Fig. 1: sequential cells colored by netlist name
Other cells in gray.
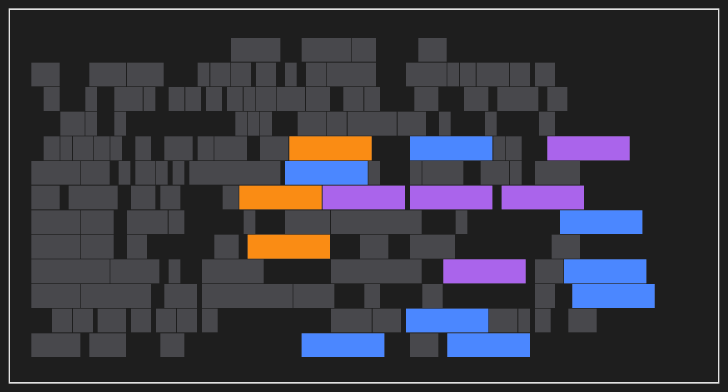
Fig. 2: cell classes on the final placement
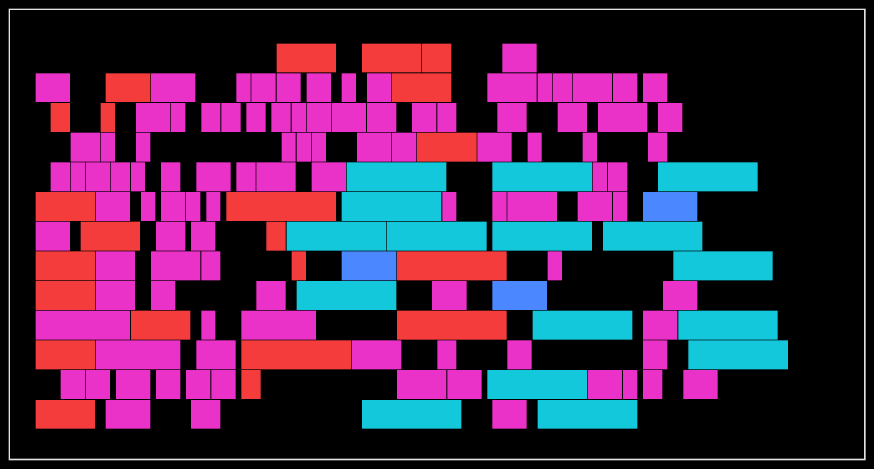
==> config.mk <==
export PLATFORM = sky130hd
export DESIGN_NAME = cpu_ctrl_fsm
export DESIGN_NICKNAME = d
export VERILOG_FILES = /design/src/rtl/cpu_ctrl_fsm.sv
export SDC_FILE = /design/constraint.sdc
export NUM_CORES = 1
export LEC_CHECK = 0
export CAP_MARGIN = 30
export CORE_ASPECT_RATIO = 0.5
export CORE_MARGIN = 2
export CORE_UTILIZATION = 40
export DETAILED_ROUTE_END_ITERATION = 10
export DONT_BUFFER_PORTS = 1
export GPL_TIMING_DRIVEN = 0
export PLACE_DENSITY = 0.55
export SYNTH_ARGS = -nofsm -noshare
export SYNTH_HDL_FRONTEND = slang
export SYNTH_SLANG_ARGS = --single-unit
==> constraint.sdc <==
create_clock -name clk_50mhz -period 6 [get_ports clk_50mhz]
set_clock_uncertainty 0.15 [all_clocks]
set_input_delay 1.2 -clock clk_50mhz [delete_from_list [all_inputs] [get_ports clk_50mhz]]
set_output_delay 1.2 -clock clk_50mhz [all_outputs]
set_load 0.1 [all_outputs]
==> metrics.yaml <==
global_route:
  first_global_vias: 875
  track_usage_pct: 16.7
  gr-total-overflow: 0
  grt_pass1_wl_mm: 4.02
critical_path:
  cp_slowest_cell: "nor2_1"
  slowest_delay_ns: 0.26
  reg2reg_slack_ns: 3.44
  cp_common_cell: "nand2_1"
  arrival_ns: 2.29
clocking:
  clock-root-buffer: "clkbuf_8"
  cts_hold_buffers: 0
  cts.reportedPaths.clkPinSlew_ns: 0.06
  numCtsBuffers: 3
  tritoncts: "yes"
  clk_path_buf_depth: 2
  cts_resized: 0
  clock_latency_ns: 0.24
  postCtsSetupRepairBufs: 0
cells_and_area:
  clock_buffers: 3
  largest_reg_flops: 8
  drive_above_1_share_pct: 28.7
  clk_share_pct: 2.70
  final_nets: 171
  comb_area_um2: 712
  bufAreaShareNonClock_pct: 20.7
  finalNonFillerCells: 180
  antenna_cells: 0
  signal_buffers: 22
floorplanning:
  pin_count: 47
  die_w_um: 78.2
  taps: 37
  die_h_um: 41.1
  fp_util_pct: 42.4
run:
  warnings: 39
  max_cap_viol_count: 0
sta:
  finalSetupViolCount: 0
  max_freq_ghz: 0.275
  worst_slew_pin_slew_ns: 0.994
  grt_setup_unrepaired: "no"
placed_design:
  placed_area_um2: 1460
  place_hpwl_mm: 1.90
  routabilityCongestion: 0.697
  dp_slack_ns: 2.35
synthesis:
  top_cells_by_count: "16 x dfrtp_1, 16 x nor2_1, 9 x nand2_1"
  yosys_cells: 124
  synth_nets: 150
  edf_count: 0
  flop_cell: "dfrtp_1"
  muxShareOfSynthArea_pct: 1.02
  synthSimpleGateAreaFrac_pct: 31.2
  syn_inst: 124
  ys_area_um2: 1100
  syn_area_per_cell_um2: 8.89
  aoi_share_pct: 14.3
  ys_seq_share_pct: 36.3
  top_cells_by_area: "dfrtp_1 36%, xnor2_1 5.6%, nor2_1 5.4%"
status:
  status: "finished, final reports clean"
power_and_ir_drop:
  p_sw_mw: 0.510
  p_comb_share_pct: 56.9
  vdd.ir_drop.worst_mv: 0.223
  comb_cell_power_mw: 0.487
  powerClk_mw: 0.0777
  clock_power_share_pct: 9.1
  power_mw: 0.857
worst_hold_path:
  hold_class: "reg2reg"
routing:
  vias_per_cell: 5.36
  drt-pass1-iter-count: 4
  wl_per_cell_um: 13.5
  remaining_drc_errors: 0
Back to the opening pictures, Fig. 1:
- `r_wait`: purple (placed flops 5)
- `instr_retired`: blue (placed flops 8)
- `state_dbg`: orange (placed flops 3)
FF/Latch Area: 400 um2
Power Sequential: 0.292 mW
Final Util: 58.8%
Seq area share: 26.1%

Back to the opening pictures, Fig. 2:
- clock drivers: blue (cells 3)
- combinational and other logic: magenta (cells 102)
- sequential cells: cyan (cells 16)
- remaining buffers and delay cells: red (cells 22)
row cnt: 13
Finished Cell Area: 1530 um2
core area: 2600 um2

per-stage QoR:
stage,hold WS [ns],utilization (%)
finish,0.428,58.8
global route,0.474,58.8
CTS,0.433,57.8
detailed placement,0.416,56.2
global placement,0.410,44.6
floorplan,0.359,-
routing by layer:
layer | share of wire, % | track usage [%] | up-vias
li1 | - | - | 478
met1 | 46 | 21.9 | 457
met2 | 48 | 28.2 | 30
met3 | 5.4 | 4.85 | 0
met4 | 0 | 3.95 | 0
met5 | 0 | 0 | -
worst max-delay path, delay by kind of cell:
| family | cells | cell delay, ns |
|---|---|---|
| buffers and inverters | 2 | 0.39 |
| AND-OR/OR-AND | 1 | 0.17 |
| AND/OR/NAND/NOR | 4 | 0.54 |
Power figures rest on the tool's default switching activity, not on a simulated workload.
